===== config.mk =====
export PLATFORM = sky130hd
export DESIGN_NAME = system_cmd_ctrl_flat
export DESIGN_NICKNAME = d
export VERILOG_FILES = /design/src/rtl/system_cmd_pkg.sv /design/src/rtl/system_cmd_ctrl_if.sv /design/src/rtl/system_resp_fifo.sv /design/src/rtl/system_cmd_ctrl.sv /design/src/flat_wrapper.sv
export SDC_FILE = /design/constraint.sdc
export NUM_CORES = 1
export LEC_CHECK = 0
export ABC_AREA = 1
export CAP_MARGIN = 10
export CORE_UTILIZATION = 30
export CTS_CLUSTER_SIZE = 40
export DETAILED_ROUTE_END_ITERATION = 12
export GPL_TIMING_DRIVEN = 0
export PLACE_DENSITY = 0.52
export SLEW_MARGIN = 20
export SYNTH_ARGS = -nofsm -noshare
export SYNTH_HDL_FRONTEND = slang
export SYNTH_SLANG_ARGS = --single-unit
export TNS_END_PERCENT = 20

===== constraint.sdc =====
create_clock -name i_clk -period 2.3 [get_ports i_clk]
set_input_delay 0.69 -clock i_clk [delete_from_list [all_inputs] [get_ports i_clk]]
set_output_delay 0.69 -clock i_clk [all_outputs]
set_load 0.005 [all_outputs]

===== src/rtl/system_cmd_pkg.sv =====
// Shared constants for the frame-level command controller: opcodes, FSM state
// encoding, frame-kind tags and default datapath widths.
package system_cmd_pkg;

  localparam int DEF_WIDTH  = 8;
  localparam int DEF_ADDR_W = 4;

  localparam logic [7:0] CMD_WR      = 8'hAA;
  localparam logic [7:0] CMD_RD      = 8'hBB;
  localparam logic [7:0] CMD_ALU_OP  = 8'hCC;
  localparam logic [7:0] CMD_ALU_NOP = 8'hDD;

  localparam int ST_W = 4;
  localparam logic [ST_W-1:0] ST_IDLE     = 4'd0;
  localparam logic [ST_W-1:0] ST_GET_ADDR = 4'd1;
  localparam logic [ST_W-1:0] ST_GET_DATA = 4'd2;
  localparam logic [ST_W-1:0] ST_GET_OPA  = 4'd3;
  localparam logic [ST_W-1:0] ST_GET_OPB  = 4'd4;
  localparam logic [ST_W-1:0] ST_GET_FUNC = 4'd5;
  localparam logic [ST_W-1:0] ST_RF_WRITE = 4'd6;
  localparam logic [ST_W-1:0] ST_RF_READ  = 4'd7;
  localparam logic [ST_W-1:0] ST_RF_WAIT  = 4'd8;
  localparam logic [ST_W-1:0] ST_ALU_RUN  = 4'd9;
  localparam logic [ST_W-1:0] ST_ALU_WAIT = 4'd10;
  localparam logic [ST_W-1:0] ST_PUSH_LO  = 4'd11;
  localparam logic [ST_W-1:0] ST_PUSH_HI  = 4'd12;

  // Tracks which frame is in flight so shared states know where to go next.
  typedef enum logic [2:0] {
    FR_NONE,
    FR_WR,
    FR_RD,
    FR_OPA,
    FR_OPB,
    FR_ALU
  } frame_e;

  function automatic logic is_get_state(input logic [ST_W-1:0] st);
    return (st == ST_GET_ADDR) || (st == ST_GET_DATA) || (st == ST_GET_OPA) ||
           (st == ST_GET_OPB)  || (st == ST_GET_FUNC);
  endfunction

endpackage


===== src/rtl/system_cmd_ctrl_if.sv =====
// Bus bundle between the command controller and its environment (RX stream,
// register file, ALU, TX consumer). master = controller view, slave = environment.
interface system_cmd_ctrl_if #(
  parameter int WIDTH  = 8,
  parameter int ADDR_W = 4,
  parameter int FUNC_W = 4
);

  logic [WIDTH-1:0]   i_rx_data;
  logic               i_rx_valid;
  logic               o_rf_wr_en;
  logic               o_rf_rd_en;
  logic [ADDR_W-1:0]  o_rf_addr;
  logic [WIDTH-1:0]   o_rf_wdata;
  logic [WIDTH-1:0]   i_rf_rdata;
  logic               i_rf_rvalid;
  logic               o_alu_en;
  logic [FUNC_W-1:0]  o_alu_func;
  logic [2*WIDTH-1:0] i_alu_result;
  logic               i_alu_valid;
  logic [WIDTH-1:0]   o_tx_data;
  logic               o_tx_valid;
  logic               i_tx_ready;
  logic               o_busy;
  logic               o_frame_err;

  modport master (
    input  i_rx_data, i_rx_valid, i_rf_rdata, i_rf_rvalid,
           i_alu_result, i_alu_valid, i_tx_ready,
    output o_rf_wr_en, o_rf_rd_en, o_rf_addr, o_rf_wdata, o_alu_en,
           o_alu_func, o_tx_data, o_tx_valid, o_busy, o_frame_err
  );

  modport slave (
    output i_rx_data, i_rx_valid, i_rf_rdata, i_rf_rvalid,
           i_alu_result, i_alu_valid, i_tx_ready,
    input  o_rf_wr_en, o_rf_rd_en, o_rf_addr, o_rf_wdata, o_alu_en,
           o_alu_func, o_tx_data, o_tx_valid, o_busy, o_frame_err
  );

endinterface


===== src/rtl/system_resp_fifo.sv =====
// Single-clock response FIFO; head is read combinationally from storage and a
// push into a full FIFO is accepted when a pop happens in the same cycle.
module system_resp_fifo #(
  parameter int WIDTH = 8,
  parameter int DEPTH = 8
) (
  input  logic             clk,
  input  logic             rst_n,
  input  logic             push,
  input  logic [WIDTH-1:0] wdata,
  input  logic             pop,
  output logic [WIDTH-1:0] rdata,
  output logic             full,
  output logic             empty
);

  localparam int PTR_W = $clog2(DEPTH);
  localparam int CNT_W = PTR_W + 1;

  logic [WIDTH-1:0] mem_q [DEPTH];
  logic [PTR_W-1:0] wr_ptr_q, wr_ptr_d;
  logic [PTR_W-1:0] rd_ptr_q, rd_ptr_d;
  logic [CNT_W-1:0] count_q, count_d;
  logic             do_push, do_pop;

  assign empty   = (count_q == '0);
  assign full    = (count_q == CNT_W'(DEPTH));
  assign do_pop  = pop && !empty;
  assign do_push = push && (!full || do_pop);
  assign rdata   = mem_q[rd_ptr_q];

  always_comb begin
    // NOTE: every always_comb output gets a default first so no path leaves it unassigned (no latch).
    wr_ptr_d = wr_ptr_q;
    rd_ptr_d = rd_ptr_q;
    count_d  = count_q + CNT_W'(do_push) - CNT_W'(do_pop);
    if (do_push) wr_ptr_d = wr_ptr_q + 1'b1;
    if (do_pop)  rd_ptr_d = rd_ptr_q + 1'b1;
  end

  always_ff @(posedge clk or negedge rst_n) begin
    if (!rst_n) begin
      wr_ptr_q <= '0;
      rd_ptr_q <= '0;
      count_q  <= '0;
    end else begin
      wr_ptr_q <= wr_ptr_d;
      rd_ptr_q <= rd_ptr_d;
      count_q  <= count_d;
    end
  end

  // NOTE: storage is deliberately not reset; the empty flag guards every read of stale data.
  always_ff @(posedge clk) begin
    if (do_push) mem_q[wr_ptr_q] <= wdata;
  end

endmodule


===== src/rtl/system_cmd_ctrl.sv =====
// Frame-level command controller: parses RX command frames, sequences RF/ALU
// operations and queues response bytes. Optional frame timeout: SYS_CMD_TIMEOUT_EN.
module system_cmd_ctrl
  import system_cmd_pkg::*;
#(
  parameter int WIDTH       = DEF_WIDTH,
  parameter int ADDR_W      = DEF_ADDR_W,
  parameter int FIFO_DEPTH  = 8,
  parameter int TIMEOUT_CYC = 1024,
  parameter int FUNC_W      = 4
) (
  input logic               i_clk,
  input logic               i_rst,
  system_cmd_ctrl_if.master bus
);

  logic [ST_W-1:0]    state_q, state_d;
  frame_e             frame_q, frame_d;
  logic [ADDR_W-1:0]  addr_q, addr_d;
  logic [WIDTH-1:0]   data_q, data_d;
  logic [FUNC_W-1:0]  func_q, func_d;
  logic [2*WIDTH-1:0] res_q, res_d;
  logic               frame_err_q, frame_err_d;

  logic               push_req, push_ok, fifo_pop, fifo_full, fifo_empty;
  logic [WIDTH-1:0]   push_data, fifo_head;
  logic               drop, timeout;
  logic               rx;
  logic [WIDTH-1:0]   rx_byte;

  assign rx      = bus.i_rx_valid;
  assign rx_byte = bus.i_rx_data;

  assign fifo_pop = !fifo_empty && bus.i_tx_ready;
  assign push_ok  = push_req && (!fifo_full || fifo_pop);

  // Bytes are only meaningful in IDLE and GET_*; anywhere else they are lost.
  assign drop = rx && (state_q != ST_IDLE) && !is_get_state(state_q);

`ifdef SYS_CMD_TIMEOUT_EN
  localparam int TO_W = $clog2(TIMEOUT_CYC);

  logic [TO_W-1:0] to_cnt_q, to_cnt_d;

  always_comb begin
    to_cnt_d = '0;
    timeout  = 1'b0;
    if (is_get_state(state_q) && !rx) begin
      if (to_cnt_q == TO_W'(TIMEOUT_CYC - 1)) timeout  = 1'b1;
      else                                    to_cnt_d = to_cnt_q + 1'b1;
    end
  end

  always_ff @(posedge i_clk or negedge i_rst) begin
    if (!i_rst) to_cnt_q <= '0;
    else        to_cnt_q <= to_cnt_d;
  end
`else
  logic unused_timeout_cyc;
  assign unused_timeout_cyc = ^TIMEOUT_CYC;
  assign timeout = 1'b0;
`endif

  always_comb begin
    state_d     = state_q;
    frame_d     = frame_q;
    addr_d      = addr_q;
    data_d      = data_q;
    func_d      = func_q;
    res_d       = res_q;
    push_req    = 1'b0;
    push_data   = res_q[WIDTH-1:0];
    frame_err_d = drop || timeout;

    case (state_q)
      ST_IDLE: begin
        if (rx) begin
          case (rx_byte)
            WIDTH'(CMD_WR):      begin frame_d = FR_WR;  state_d = ST_GET_ADDR; end
            WIDTH'(CMD_RD):      begin frame_d = FR_RD;  state_d = ST_GET_ADDR; end
            WIDTH'(CMD_ALU_OP):  begin frame_d = FR_OPA; state_d = ST_GET_OPA;  end
            WIDTH'(CMD_ALU_NOP): begin frame_d = FR_ALU; state_d = ST_GET_FUNC; end
            default: ;
          endcase
        end
      end
      ST_GET_ADDR: begin
        if (rx) begin
          addr_d  = rx_byte[ADDR_W-1:0];
          state_d = (frame_q == FR_WR) ? ST_GET_DATA : ST_RF_READ;
        end
      end
      ST_GET_DATA: begin
        if (rx) begin
          data_d  = rx_byte;
          state_d = ST_RF_WRITE;
        end
      end
      ST_GET_OPA: begin
        if (rx) begin
          addr_d  = '0;
          data_d  = rx_byte;
          state_d = ST_RF_WRITE;
        end
      end
      ST_GET_OPB: begin
        if (rx) begin
          addr_d  = ADDR_W'(1);
          data_d  = rx_byte;
          state_d = ST_RF_WRITE;
        end
      end
      ST_GET_FUNC: begin
        if (rx) begin
          func_d  = rx_byte[FUNC_W-1:0];
          state_d = ST_ALU_RUN;
        end
      end
      // Operand writes of an ALU frame return to the parser for the next field.
      ST_RF_WRITE: begin
        case (frame_q)
          FR_OPA:  begin frame_d = FR_OPB; state_d = ST_GET_OPB;  end
          FR_OPB:  begin frame_d = FR_ALU; state_d = ST_GET_FUNC; end
          default: state_d = ST_IDLE;
        endcase
      end
      ST_RF_READ: state_d = ST_RF_WAIT;
      ST_RF_WAIT: begin
        if (bus.i_rf_rvalid) begin
          res_d   = {{WIDTH{1'b0}}, bus.i_rf_rdata};
          state_d = ST_PUSH_LO;
        end
      end
      ST_ALU_RUN: state_d = ST_ALU_WAIT;
      ST_ALU_WAIT: begin
        if (bus.i_alu_valid) begin
          res_d   = bus.i_alu_result;
          state_d = ST_PUSH_LO;
        end
      end
      ST_PUSH_LO: begin
        push_req = 1'b1;
        if (push_ok) state_d = (frame_q == FR_RD) ? ST_IDLE : ST_PUSH_HI;
      end
      ST_PUSH_HI: begin
        push_req  = 1'b1;
        push_data = res_q[2*WIDTH-1:WIDTH];
        if (push_ok) state_d = ST_IDLE;
      end
      default: state_d = ST_IDLE;
    endcase

    if (timeout) begin
      state_d = ST_IDLE;
      frame_d = FR_NONE;
    end
  end

  always_ff @(posedge i_clk or negedge i_rst) begin
    // NOTE: sequential state uses non-blocking assignments so every flop samples pre-edge values.
    if (!i_rst) begin
      state_q     <= ST_IDLE;
      frame_q     <= FR_NONE;
      addr_q      <= '0;
      data_q      <= '0;
      func_q      <= '0;
      res_q       <= '0;
      frame_err_q <= 1'b0;
    end else begin
      state_q     <= state_d;
      frame_q     <= frame_d;
      addr_q      <= addr_d;
      data_q      <= data_d;
      func_q      <= func_d;
      res_q       <= res_d;
      frame_err_q <= frame_err_d;
    end
  end

  system_resp_fifo #(
    .WIDTH (WIDTH),
    .DEPTH (FIFO_DEPTH)
  ) u_resp_fifo (
    .clk   (i_clk),
    .rst_n (i_rst),
    .push  (push_ok),
    .wdata (push_data),
    .pop   (fifo_pop),
    .rdata (fifo_head),
    .full  (fifo_full),
    .empty (fifo_empty)
  );

  assign bus.o_rf_wr_en  = (state_q == ST_RF_WRITE);
  assign bus.o_rf_rd_en  = (state_q == ST_RF_READ);
  assign bus.o_rf_addr   = addr_q;
  assign bus.o_rf_wdata  = data_q;
  assign bus.o_alu_en    = (state_q == ST_ALU_RUN);
  assign bus.o_alu_func  = func_q;
  assign bus.o_tx_data   = fifo_head;
  assign bus.o_tx_valid  = !fifo_empty;
  assign bus.o_busy      = (state_q != ST_IDLE);
  assign bus.o_frame_err = frame_err_q;

endmodule


===== src/flat_wrapper.sv =====
// flat-port wrapper written by rule: the top's interface ports become plain ports
module system_cmd_ctrl_flat import system_cmd_pkg::*;
#(
  parameter int WIDTH       = DEF_WIDTH,
  parameter int ADDR_W      = DEF_ADDR_W,
  parameter int FIFO_DEPTH  = 8,
  parameter int TIMEOUT_CYC = 1024,
  parameter int FUNC_W      = 4
)
  (i_clk, i_rst, bus_i_rx_data, bus_i_rx_valid, bus_i_rf_rdata, bus_i_rf_rvalid, bus_i_alu_result, bus_i_alu_valid, bus_i_tx_ready, bus_o_rf_wr_en, bus_o_rf_rd_en, bus_o_rf_addr, bus_o_rf_wdata, bus_o_alu_en, bus_o_alu_func, bus_o_tx_data, bus_o_tx_valid, bus_o_busy, bus_o_frame_err);
  system_cmd_ctrl_if #(.WIDTH(WIDTH), .ADDR_W(ADDR_W), .FUNC_W(FUNC_W)) bus_i ();
  input logic i_clk;
  input logic i_rst;
  input wire logic [$bits(bus_i.i_rx_data)-1:0] bus_i_rx_data;
  input wire logic [$bits(bus_i.i_rx_valid)-1:0] bus_i_rx_valid;
  input wire logic [$bits(bus_i.i_rf_rdata)-1:0] bus_i_rf_rdata;
  input wire logic [$bits(bus_i.i_rf_rvalid)-1:0] bus_i_rf_rvalid;
  input wire logic [$bits(bus_i.i_alu_result)-1:0] bus_i_alu_result;
  input wire logic [$bits(bus_i.i_alu_valid)-1:0] bus_i_alu_valid;
  input wire logic [$bits(bus_i.i_tx_ready)-1:0] bus_i_tx_ready;
  output wire logic [$bits(bus_i.o_rf_wr_en)-1:0] bus_o_rf_wr_en;
  output wire logic [$bits(bus_i.o_rf_rd_en)-1:0] bus_o_rf_rd_en;
  output wire logic [$bits(bus_i.o_rf_addr)-1:0] bus_o_rf_addr;
  output wire logic [$bits(bus_i.o_rf_wdata)-1:0] bus_o_rf_wdata;
  output wire logic [$bits(bus_i.o_alu_en)-1:0] bus_o_alu_en;
  output wire logic [$bits(bus_i.o_alu_func)-1:0] bus_o_alu_func;
  output wire logic [$bits(bus_i.o_tx_data)-1:0] bus_o_tx_data;
  output wire logic [$bits(bus_i.o_tx_valid)-1:0] bus_o_tx_valid;
  output wire logic [$bits(bus_i.o_busy)-1:0] bus_o_busy;
  output wire logic [$bits(bus_i.o_frame_err)-1:0] bus_o_frame_err;
  assign bus_i.i_rx_data = bus_i_rx_data;
  assign bus_i.i_rx_valid = bus_i_rx_valid;
  assign bus_i.i_rf_rdata = bus_i_rf_rdata;
  assign bus_i.i_rf_rvalid = bus_i_rf_rvalid;
  assign bus_i.i_alu_result = bus_i_alu_result;
  assign bus_i.i_alu_valid = bus_i_alu_valid;
  assign bus_i.i_tx_ready = bus_i_tx_ready;
  assign bus_o_rf_wr_en = bus_i.o_rf_wr_en;
  assign bus_o_rf_rd_en = bus_i.o_rf_rd_en;
  assign bus_o_rf_addr = bus_i.o_rf_addr;
  assign bus_o_rf_wdata = bus_i.o_rf_wdata;
  assign bus_o_alu_en = bus_i.o_alu_en;
  assign bus_o_alu_func = bus_i.o_alu_func;
  assign bus_o_tx_data = bus_i.o_tx_data;
  assign bus_o_tx_valid = bus_i.o_tx_valid;
  assign bus_o_busy = bus_i.o_busy;
  assign bus_o_frame_err = bus_i.o_frame_err;
  system_cmd_ctrl #(.WIDTH(WIDTH), .ADDR_W(ADDR_W), .FIFO_DEPTH(FIFO_DEPTH), .TIMEOUT_CYC(TIMEOUT_CYC), .FUNC_W(FUNC_W)) u_core (.i_clk(i_clk), .i_rst(i_rst), .bus(bus_i));
endmodule

wires.png
Only two layers are drawn.
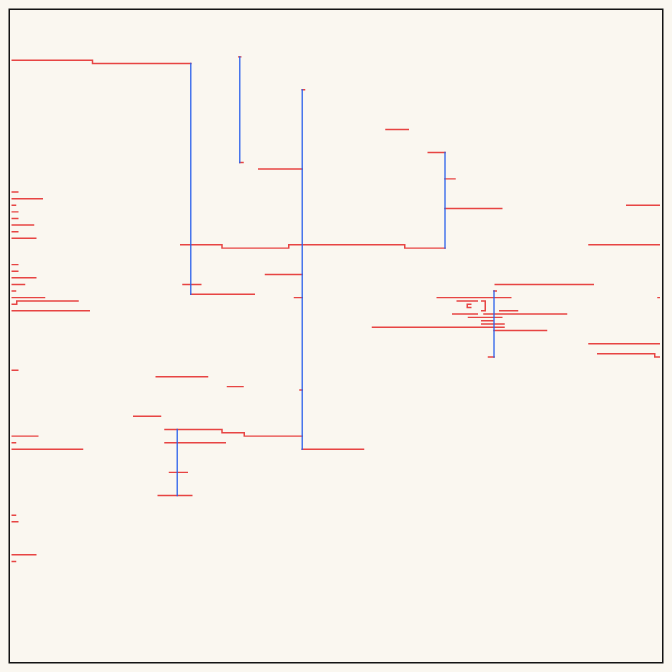
[blue] metal 4 | wire length: 190 um
[red] metal 3 | wire length: 507 um
routed via count: 4111
Detailed Route WL: 13.10 mm
all-layer global routing usage: 0.1570
final routed wire length divided by cell count: 14.88 um

io_placement.png
Pins as bars across the die edge, other pins in gray.
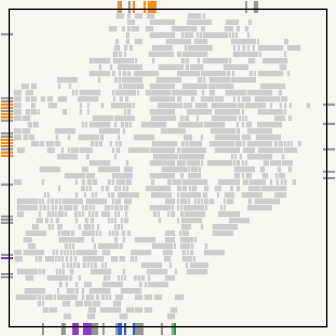
[blue] bus_o_alu_func | pins: 4 | direction: output | edge: bottom
[green] bus_o_tx_valid | pins: 1 | direction: output | edge: bottom
[orange] bus_i_alu_result | pins: 16 | direction: input | edge: 9 left, 7 top
[purple] bus_i_rx_data | pins: 8 | direction: input | edge: 7 bottom, 1 left
height of the die: 134.4 um
Port Buffer Count: 66

congestion.png
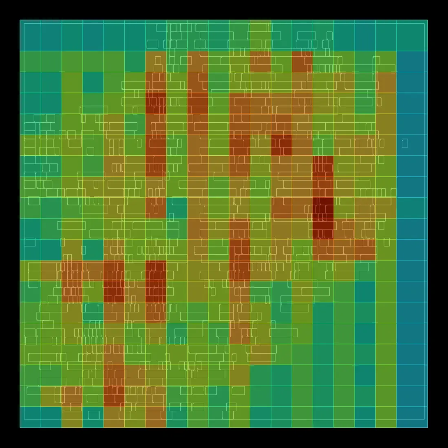
GR met2 Demand/Resource: 0.2622
most utilized layer in the global route result: met2
met3 Resource Use GR: 0.03930
Core Util, Final: 0.4202
met1 Usage GRT: 0.1963

==> impl_summary.log <==
[metrics] run summary
INFO  metric unrepaired_setup_endpoints_after_global_routing = yes
INFO  metric dominant_cells = flip-flops and latches
INFO  metric gr-total-overflow = 0
INFO  metric ys_seq_share = 0.6029
INFO  metric dpl_hpwl = 8.863 mm
INFO  metric outcome = finished, violations left
INFO  metric floorplan.die.width = 134.4 um
INFO  metric insertion_delay = 410 ps
INFO  metric grt_start_max_net_pins = 51
INFO  metric post_route_cells_drive_above_1_share = 0.2122
INFO  metric synthesis.instances = 542
INFO  metric postLayoutSetupSlackWorst = -226.6 ps
INFO  metric clockNetworkAreaShare = 0.08293
INFO  metric design.seq.count = 114
INFO  metric synthTopLogicFamily = simple AND/OR/NAND/NOR gates
INFO  metric std_cell_rows = 48
INFO  metric violations_in_the_final_reports = setup timing
INFO  metric layout_worst_path_cycle_share = 1.099
INFO  metric cts.htree.levels = 4
INFO  metric grt_pass1_vias = 4238
INFO  metric cts_inserted_buffers = 17
INFO  metric post_synth_instance_area = 0.005263 mm^2
INFO  metric dr.first_iter.drc_count = 237
INFO  metric clock_skew = 6.920 ps
INFO  metric post-place-ws = -615.8 ps
INFO  metric combAreaFraction = 0.2809
INFO  metric worstReg2RegEnd = u_core.u_resp_fifo.count_q[1]
INFO  metric tapCellCount = 225
INFO  metric yosys_instances = 542
INFO  metric synth.net_count = 589
INFO  metric final.min_clock_period = 2527 ps
INFO  metric place_congestion = 0.8049
INFO  metric finalInstanceArea = 0.007242 mm^2
INFO  metric fill_cells = 1619
INFO  metric antenna_found_initial = 0
INFO  metric ys_sh_adder = 0.02282
INFO  metric ios = 68
INFO  metric p_leak = 3.026 nW
INFO  metric synth_async_sr_flop_share = 0.4386
INFO  metric timing.setup.tns = -1343 ps
INFO  metric timing.final.max_slew_violations = 0
INFO  metric clockBufferCount = 22
INFO  metric report.final.setup_viol = 8
INFO  metric area_share_nonclk_buffers = 0.1337
INFO  metric area_added_between_synthesis_and_finish = 37.61%
INFO  metric layout.area.comb = 0.002034 mm^2
INFO  metric finalNetCount = 690
INFO  metric worst_ep_arrival_time = 1840 ps
INFO  metric common_cells = sky130_fd_sc_hd__nand2_1, sky130_fd_sc_hd__nor2_1, sky130_fd_sc_hd__edfxtp_1, sky130_fd_sc_hd__dfrtp_1, sky130_fd_sc_hd__o21ai_0
INFO  metric ys_types = 38
INFO  metric edf_count = 64
INFO  metric worst_hold_path_type = in2async
INFO  metric layout_multi_input_combinational_cell_count = 365
INFO  metric yosys-stat-area = 0.005263 mm^2
INFO  metric worstReg2RegStart = u_core.state_q[0]
INFO  metric synth-main-ff-cell = sky130_fd_sc_hd__edfxtp_1
INFO  metric die_area = 0.01808 mm^2
INFO  metric most_common_cell_in_the_synthesized_netlist = sky130_fd_sc_hd__nand2_1
INFO  metric p_per_area = 1329 mW/mm^2
flops_by_reg.png
Other sequential cells in the stronger gray, the rest of the logic in the fainter gray.
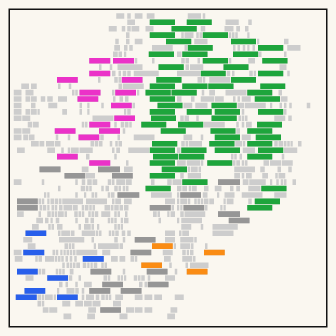
[blue] u_core.bus.o_rf_wdata | placed flops: 8 | where: lower left
[green] u_core.u_resp_fifo.mem_q | placed flops: 64
[orange] u_core.u_resp_fifo.count_q | placed flops: 4 | where: bottom center
[magenta] u_core.res_q | placed flops: 16
Seq area share: 0.4388
Storage cell area: 0.003178 mm^2
sequential-cell power consumption: 3.06 mW

layer_met3.png
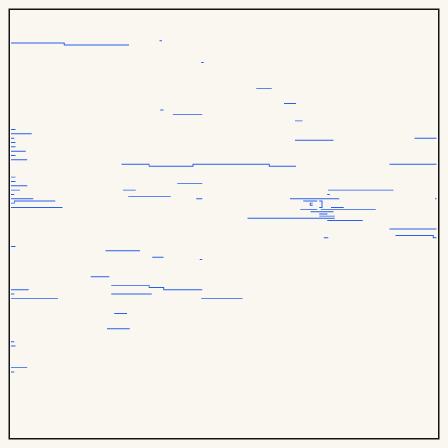
main direction: horizontal
share of all routed wire: 3.9%
longest straight run: 27.1 um
wire length on this layer: 507 um
nets with wire on the layer: 52

[placed cells by master, fill, tap and decap left out, types with 12 or more instances in the layout]
cell type	instances
sky130_fd_sc_hd__buf_4	12
sky130_fd_sc_hd__clkbuf_16	19
sky130_fd_sc_hd__clkdlybuf4s50_1	52
sky130_fd_sc_hd__dfrtp_1	46
sky130_fd_sc_hd__edfxtp_1	64
sky130_fd_sc_hd__inv_1	40
sky130_fd_sc_hd__nand2_1	138
sky130_fd_sc_hd__nand3_1	21
sky130_fd_sc_hd__nor2_1	52
sky130_fd_sc_hd__nor2_2	18
sky130_fd_sc_hd__o21ai_0	39
sky130_fd_sc_hd__o21ai_1	17
[worst max-delay path by stage]
stage                                   startpoint                              to  slack (ps)  depth (start not counted)
floorplan                           bus_i_tx_ready   u_core.u_resp_fifo.count_q[2]         250                          9
CTS                 u_core.u_resp_fifo.rd_ptr_q[0]                bus_o_tx_data[6]        -230                         10
global route        u_core.u_resp_fifo.rd_ptr_q[0]                bus_o_tx_data[6]        -300                         10
global placement                             i_rst                u_core.res_q[14]        -970                          1
finish              u_core.u_resp_fifo.rd_ptr_q[0]                bus_o_tx_data[4]        -230                          9
detailed placement                  bus_i_tx_ready  u_core.u_resp_fifo.mem_q[4][3]        -620                          6
[per-stage QoR]
stage | power [mW] | instances
2_1_floorplan | 4.935 | 542
3_3_place_gp | 6.208 | 833
3_5_place_dp | 6.299 | 833
4_1_cts | 9.604 | 881
5_1_grt | 10.28 | 880
6_report | 9.626 | 880
[worst max-delay path, cell delays in order, from the launching register on]
cell                        delay (ps)
sky130_fd_sc_hd__dfrtp_2           440
sky130_fd_sc_hd__inv_4             100
sky130_fd_sc_hd__buf_12            110
sky130_fd_sc_hd__buf_8             100
sky130_fd_sc_hd__clkbuf_16         140
sky130_fd_sc_hd__nor2_4             30
sky130_fd_sc_hd__o32ai_2           220
sky130_fd_sc_hd__nand2_1           110
sky130_fd_sc_hd__nand2_1            70
sky130_fd_sc_hd__buf_2             100
[power breakdown]
| group | switching (mW) | total, mW | internal, mW |
|---|---|---|---|
| clock | 0.888 | 2.70 | 1.81 |
| sequential | 0.312 | 3.06 | 2.75 |
| combinational | 2.12 | 3.87 | 1.75 |
| total | 3.32 | 9.63 | 6.31 |
[per-layer routing]
layer	vias up	routed length, um	GRT usage
li1	2031	-	-
met1	1970	5857	0.1963
met2	89	6542	0.2622
met3	21	506	0.03930
met4	0	190	0.05680
met5	-	0	0
[flip-flops by register name, indices dropped and copies added (netlist names)]
| signal | cells |
|---|---|
| u_core.u_resp_fifo.mem_q | 64 |
| u_core.res_q | 16 |
| u_core.bus.o_rf_wdata | 8 |
| u_core.bus.o_alu_func | 4 |
| u_core.bus.o_rf_addr | 4 |
| u_core.state_q | 4 |
| u_core.u_resp_fifo.count_q | 4 |
| u_core.frame_q | 3 |
| u_core.u_resp_fifo.rd_ptr_q | 3 |
| u_core.u_resp_fifo.wr_ptr_q | 3 |
| u_core.bus.o_frame_err | 1 |
[what timing repair did]
action                                  CTS  global route
hold buffers                              0             0
cloned                                    3             0
hold endpoints to repair                  0             0
endpoints found under the setup margin   61            98
buffers inserted                         15             2
gates resized                           109            28
pin swaps                                26            11
No activity file was given, so power comes from the tool's default toggle rates.
